==> src/rtl/firefly_period_meter_if.sv <==
`timescale 1ns/1ps
// Signal bundle between the flash-follower control (master) and the period meter (slave).
interface firefly_period_meter_if #(
    parameter int PW = 20
);
    logic          en;
    logic          f0;
    logic [PW-1:0] period_o;
    logic [PW-1:0] high_o;
    logic          valid_o;
    logic          locked_o;
    logic          lost_o;

    modport master (output en, f0, input period_o, high_o, valid_o, locked_o, lost_o);
    modport slave  (input en, f0, output period_o, high_o, valid_o, locked_o, lost_o);
endinterface

==> src/rtl/firefly_period_meter.sv <==
`timescale 1ns/1ps
// Flash-input front end: synchronises and glitch-filters f0, then publishes period and
// high-time averages over 2**AVG_LOG2 periods with a valid strobe and lock/loss status.
module firefly_period_meter #(
    parameter int PW       = 20,
    parameter int AVG_LOG2 = 2,
    parameter int FILT     = 4,
    parameter int TIMEOUT  = 300000
) (
    input  logic                  clk,
    input  logic                  rst_n,
    firefly_period_meter_if.slave bus
);
    localparam int AW = PW + AVG_LOG2;
    localparam int FW = $clog2(FILT + 1);
    localparam int NW = (AVG_LOG2 > 0) ? AVG_LOG2 : 1;
    localparam logic [PW-1:0] TMO   = PW'(TIMEOUT);
    localparam logic [FW-1:0] FLAST = FW'(FILT - 1);
    localparam logic [NW-1:0] NLAST = NW'((1 << AVG_LOG2) - 1);

    typedef enum logic [1:0] {
        ST_IDLE = 2'd0,
        ST_ARM  = 2'd1,
        ST_RUN  = 2'd2
    } state_t;

    logic          sync1_q, sync2_q, filt_q, filt_prev_q;
    logic [FW-1:0] stab_q;
    logic          rise_s, fall_s;

    state_t        state_q, state_d;
    logic [PW-1:0] cnt_q, cnt_d, hcnt_q, hcnt_d, hsample_q, hsample_d;
    logic [AW-1:0] psum_q, psum_d, hsum_q, hsum_d, psum_add_s, hsum_add_s;
    logic [NW-1:0] n_q, n_d;
    logic [PW-1:0] period_q, period_d, high_q, high_d;
    logic          valid_q, valid_d, locked_q, locked_d, lost_q, lost_d;

    // Two-flop synchroniser and stability filter; filt_q only moves after FILT agreeing samples.
    always_ff @(posedge clk or negedge rst_n) begin
        if (!rst_n) begin
            sync1_q     <= 1'b0;
            sync2_q     <= 1'b0;
            filt_q      <= 1'b0;
            filt_prev_q <= 1'b0;
            stab_q      <= '0;
        end else begin
            sync1_q     <= bus.f0;
            sync2_q     <= sync1_q;
            filt_prev_q <= filt_q;
            if (sync2_q != filt_q) begin
                if (stab_q == FLAST) begin
                    filt_q <= sync2_q;
                    stab_q <= '0;
                end else begin
                    stab_q <= stab_q + 1'b1;
                end
            end else begin
                stab_q <= '0;
            end
        end
    end

    assign rise_s     = filt_q & ~filt_prev_q;
    assign fall_s     = ~filt_q & filt_prev_q;
    assign psum_add_s = psum_q + AW'(cnt_q);
    assign hsum_add_s = hsum_q + AW'(hsample_q);

    // Measurement FSM state and datapath registers.
    always_ff @(posedge clk or negedge rst_n) begin
        if (!rst_n) begin
            state_q   <= ST_IDLE;
            cnt_q     <= '0;
            hcnt_q    <= '0;
            hsample_q <= '0;
            psum_q    <= '0;
            hsum_q    <= '0;
            n_q       <= '0;
            period_q  <= '0;
            high_q    <= '0;
            valid_q   <= 1'b0;
            locked_q  <= 1'b0;
            lost_q    <= 1'b0;
        end else begin
            state_q   <= state_d;
            cnt_q     <= cnt_d;
            hcnt_q    <= hcnt_d;
            hsample_q <= hsample_d;
            psum_q    <= psum_d;
            hsum_q    <= hsum_d;
            n_q       <= n_d;
            period_q  <= period_d;
            high_q    <= high_d;
            valid_q   <= valid_d;
            locked_q  <= locked_d;
            lost_q    <= lost_d;
        end
    end

    // Next-state logic; a rise in the timeout cycle wins, so a period of exactly TIMEOUT is kept.
    always_comb begin
        state_d   = state_q;
        cnt_d     = cnt_q;
        hcnt_d    = hcnt_q;
        hsample_d = hsample_q;
        psum_d    = psum_q;
        hsum_d    = hsum_q;
        n_d       = n_q;
        period_d  = period_q;
        high_d    = high_q;
        valid_d   = 1'b0;
        locked_d  = locked_q;
        lost_d    = lost_q;
        if (!bus.en) begin
            state_d   = ST_IDLE;
            cnt_d     = '0;
            hcnt_d    = '0;
            hsample_d = '0;
            psum_d    = '0;
            hsum_d    = '0;
            n_d       = '0;
            locked_d  = 1'b0;
            lost_d    = 1'b0;
        end else begin
            case (state_q)
                ST_IDLE: begin
                    state_d = ST_ARM;
                end
                ST_ARM: begin
                    if (rise_s) begin
                        state_d = ST_RUN;
                        cnt_d   = PW'(1);
                        hcnt_d  = PW'(1);
                    end else begin
                        cnt_d  = '0;
                        hcnt_d = '0;
                    end
                end
                ST_RUN: begin
                    cnt_d  = (cnt_q == TMO) ? cnt_q : cnt_q + 1'b1;
                    hcnt_d = filt_q ? hcnt_q + 1'b1 : hcnt_q;
                    if (fall_s) begin
                        hsample_d = hcnt_q;
                    end else begin
                        hsample_d = hsample_q;
                    end
                    if (rise_s) begin
                        cnt_d  = PW'(1);
                        hcnt_d = PW'(1);
                        if (n_q == NLAST) begin
                            period_d = PW'(psum_add_s >> AVG_LOG2);
                            high_d   = PW'(hsum_add_s >> AVG_LOG2);
                            valid_d  = 1'b1;
                            locked_d = 1'b1;
                            lost_d   = 1'b0;
                            psum_d   = '0;
                            hsum_d   = '0;
                            n_d      = '0;
                        end else begin
                            psum_d = psum_add_s;
                            hsum_d = hsum_add_s;
                            n_d    = n_q + 1'b1;
                        end
                    end else if (cnt_q == TMO) begin
                        state_d  = ST_ARM;
                        lost_d   = 1'b1;
                        locked_d = 1'b0;
                        cnt_d    = '0;
                        hcnt_d   = '0;
                        psum_d   = '0;
                        hsum_d   = '0;
                        n_d      = '0;
                    end else begin
                        state_d = ST_RUN;
                    end
                end
                default: begin
                    state_d = ST_IDLE;
                end
            endcase
        end
    end

    assign bus.period_o = period_q;
    assign bus.high_o   = high_q;
    assign bus.valid_o  = valid_q;
    assign bus.locked_o = locked_q;
    assign bus.lost_o   = lost_q;
endmodule

==> src/flat_wrapper.sv <==
// flat-port wrapper written by rule: the top's interface ports become plain ports
module firefly_period_meter_flat 
#(
    parameter int PW       = 20,
    parameter int AVG_LOG2 = 2,
    parameter int FILT     = 4,
    parameter int TIMEOUT  = 300000
)
  (clk, rst_n, bus_en, bus_f0, bus_period_o, bus_high_o, bus_valid_o, bus_locked_o, bus_lost_o);
  firefly_period_meter_if #(.PW(PW)) bus_i ();
  input  logic clk;
  input  logic rst_n;
  input wire logic [$bits(bus_i.en)-1:0] bus_en;
  input wire logic [$bits(bus_i.f0)-1:0] bus_f0;
  output wire logic [$bits(bus_i.period_o)-1:0] bus_period_o;
  output wire logic [$bits(bus_i.high_o)-1:0] bus_high_o;
  output wire logic [$bits(bus_i.valid_o)-1:0] bus_valid_o;
  output wire logic [$bits(bus_i.locked_o)-1:0] bus_locked_o;
  output wire logic [$bits(bus_i.lost_o)-1:0] bus_lost_o;
  assign bus_i.en = bus_en;
  assign bus_i.f0 = bus_f0;
  assign bus_period_o = bus_i.period_o;
  assign bus_high_o = bus_i.high_o;
  assign bus_valid_o = bus_i.valid_o;
  assign bus_locked_o = bus_i.locked_o;
  assign bus_lost_o = bus_i.lost_o;
  firefly_period_meter #(.PW(PW), .AVG_LOG2(AVG_LOG2), .FILT(FILT), .TIMEOUT(TIMEOUT)) u_core (.clk(clk), .rst_n(rst_n), .bus(bus_i));
endmodule
==> config.mk <==
export PLATFORM = sky130hd
export DESIGN_NAME = firefly_period_meter_flat
export DESIGN_NICKNAME = d
export VERILOG_FILES = /design/src/rtl/firefly_period_meter_if.sv /design/src/rtl/firefly_period_meter.sv /design/src/flat_wrapper.sv
export SDC_FILE = /design/constraint.sdc
export NUM_CORES = 1
export LEC_CHECK = 0
export CORE_UTILIZATION = 43
export DETAILED_ROUTE_END_ITERATION = 12
export HOLD_SLACK_MARGIN = 0.03
export SYNTH_ARGS = -nofsm -noshare
export SYNTH_HDL_FRONTEND = slang
export SYNTH_SLANG_ARGS = --single-unit
==> constraint.sdc <==
create_clock -name clk -period 3.32 [get_ports clk]
set_clock_uncertainty 0.1 [all_clocks]
set_input_delay 0.498 -clock clk [delete_from_list [all_inputs] [get_ports clk]]
set_output_delay 0.498 -clock clk [all_outputs]
set_load 0.005 [all_outputs]
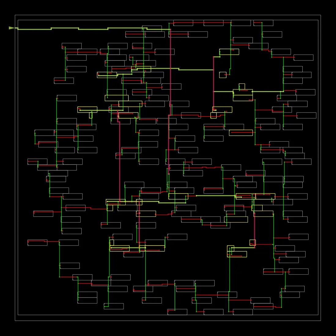
**Above:** clock wiring as the flow saved it.
Insertion Delay late pin: 0.42 ns
CTS sink cnt: 158
tally of clock buffers in the finished layout: 19

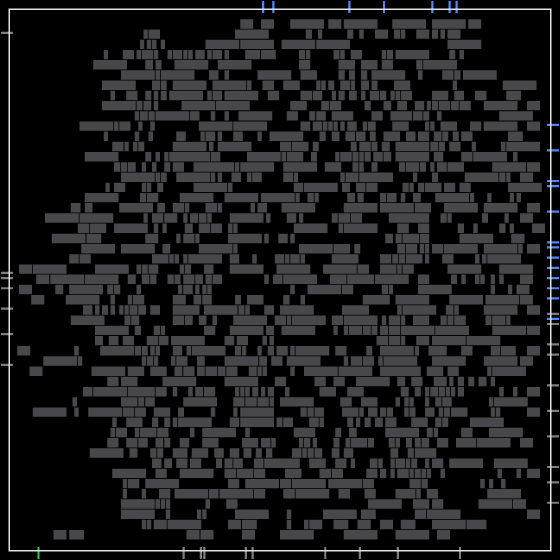
**Above:** pin map.
Pins as bars across the die edge, other pins in grey.
| colour | port | pins | direction | edge |
|---|---|---|---|---|
| blue | bus_high_o | 20 | output | 13 right, 7 top |
| green | rst_n | 1 | input | bottom |
all pins by edge: 23 right, 10 bottom, 7 left, 7 top

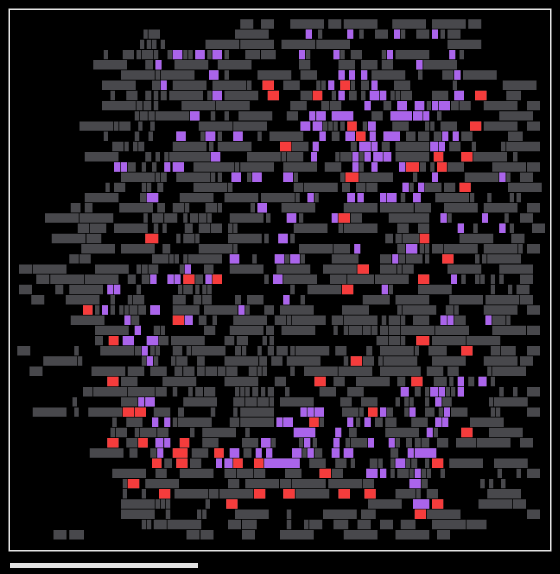
**Above:** gate families picked out.
Scale bar: 50 microns.
| colour | family | cells |
|---|---|---|
| red | AND-OR and OR-AND gates | 58 |
| purple | inverting AOI/OAI gates | 172 |

==> results_slide.txt <==
Key Metrics from the Run

Run status
  – Run status: finished, final reports clean

Power
  – Worst IR Drop VDD: 0.345 mV
  – Fraction of power consumed by the clock network: 0.465
  – Comb pwr share: 0.086
  – Switching part of the total power: 0.246
  – Switching power: 1.10 mW
  – Biggest consumer: clock
  – Static Leakage: 4.55 nW
  – Power attributed to the clock group: 2.08 mW
  – Total design power: 4.47 mW

STA
  – Slew @ Worst Pin: 0.785 ns
  – Slew Limit Fails: 0
  – Worst slew slack as a fraction of its limit: 0.476
  – Worst hold margin: 0.253 ns
  – Final setup violation count: 0
  – Final tally of hold violations: 0
  – Shortest clock period the worst path allows after layout: 2.96 ns

Hold path
  – Path class of the lowest-slack min-delay path: register to register
  – Hold Path Cell Cnt: 0
  – Endpoint, Worst Hold: u_core.sync2_q$_DFF_PN0_
  – Hold Path Origin: u_core.sync1_q$_DFF_PN0_

Global route
  – Met3 track utilization from global routing: 0.0360
  – Busiest metal layer after global routing: met1
  – Met1 GRT Util: 0.305
  – Number of antenna violations at the first check in global routing: 0
  – Global Route Usage Sum: 0.205
  – Vias in the first global route: 6390
  – Maximum number of pins on one net before global-route repair: 57
  – GRT overflow: 0

Logic synthesis
  – Registers, synthesis: 158
  – Biggest area contributors in the synthesized netlist: sky130_fd_sc_hd__dfrtp_1, sky130_fd_sc_hd__nand2_1, sky130_fd_sc_hd__ha_1, sky130_fd_sc_hd__xnor2_1, sky130_fd_sc_hd__a22o_1
  – Area share of the leading cell type in the synthesized netlist: 0.457
  – Net count of the mapped netlist: 964
  – Number of standard cells reported by yosys: 913
  – Tally of yosys warning messages: 0
  – Simple-Gate Area Share: 0.176
  – Aoi/oai-family share of the synthesized area: 0.183
  – Area fraction in xor and xnor cells: 0.0709
  – Main flop type after synthesis: sky130_fd_sc_hd__dfrtp_1
  – Count leader, synth: sky130_fd_sc_hd__nand2_1
  – Multiplexer share of the synthesized area: 0.0194
  – Main kind of combinational logic by area: AND-OR/OR-AND gates
  – Leading cell types by count after synthesis: sky130_fd_sc_hd__nand2_1, sky130_fd_sc_hd__dfrtp_1, sky130_fd_sc_hd__nor2_1
  – Post-synthesis cell type count: 69

Routing
  – Number of vias after detailed routing: 6581
  – Highest layer used for signal routing: met4
  – Wirelength per Cell: 15.6 microns
  – Final ANT Viol Nets: 0
  – Wire length on met3: 605 microns
  – Number of detailed-route iterations in the first pass: 7
  – Total wirelength of the detailed-routed design: 19200 microns
  – Count of unresolved DRC violations after routing: 0
  – Drt initial violations: 415
  – Ratio of routed vias to standard cells: 5.33

Setup path
  – Type of the worst setup path: register to register
  – Worst reg-to-reg setup slack: 0.36 ns
  – Cell-by-cell listing of the critical path: ha_1, fa_1, a21o_1, a221o_2, a221oi_4, o21ai_2, mux2_4, o211ai_2, mux2_2
  – Family with the most delay on the worst path: AND-OR/OR-AND gates
  – Kind of end point of the critical path: register
  – Worst Setup Start Kind: register
  – Reg2Reg Depth: 9
  – Worst EP required: 3.53 ns

Place
  – Half-perimeter wire length after detailed placement: 13700 microns
  – Place WS: 0.370 ns
  – Global placement routability congestion: 0.838
  – Post-DP Area: 0.00945 sq mm

Floorplanning
  – Die outline height: 144 microns
  – Die outline width: 144 microns
  – Number of placed I/O pins: 47
  – Floorplan Utilization: 0.441
  – DIE AREA: 0.0207 sq mm

Final layout
  – Largest cell class by area: combinational gates
  – Number of signal-net buffers in the layout: 61
  – Layout Area Growth over Synthesis: 16.7%
  – Count of placed standard cells in the final layout, fillers left out: 1234
  – Most frequently placed logic cells in the final layout: sky130_fd_sc_hd__nand2_1, sky130_fd_sc_hd__dfrtp_1, sky130_fd_sc_hd__nor2_1
  – Number of multi-input combinational cells: 703
  – Registers with the most flip-flops: u_core.hsum_q (22), u_core.psum_q (22)
  – Non-clock buffer share of cell area: 0.0621
  – Number of antenna repair diodes: 0
  – Summed area of non-filler cells in the final layout: 0.0101 sq mm

Clocking
  – Clock-pin transition on the worst setup and hold timing paths: 0.06 ns
  – Number of buffers inserted during clock tree synthesis: 17
  – Maximum clock path buffer count: 2
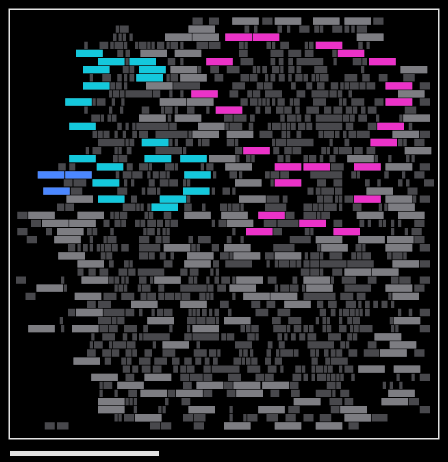
**Above:** sequential cells coloured by netlist name.
Scale bar: 50 microns. Other sequential cells in the stronger grey, the rest of the logic in the fainter grey.
| colour | netlist name | placed flops |
|---|---|---|
| cyan | u_core.hcnt_q | 20 |
| magenta | u_core.hsum_q | 22 |
| blue | u_core.stab_q | 3 |
not coloured: 113
proportion of cell area occupied by registers: 0.392
power in sequential cells: 2.00 mW
Layout Utilization: 0.515
register area: 0.00395 sq mm

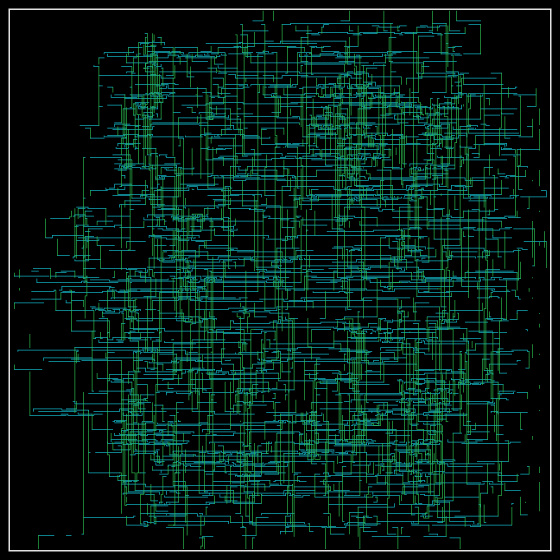
**Above:** routed metal, one colour a layer.
Only two layers are drawn.
| colour | layer | wire length |
|---|---|---|
| green | met2 | 8180 microns |
| cyan | met1 | 10300 microns |

Power is estimated from default activity; no workload was simulated.
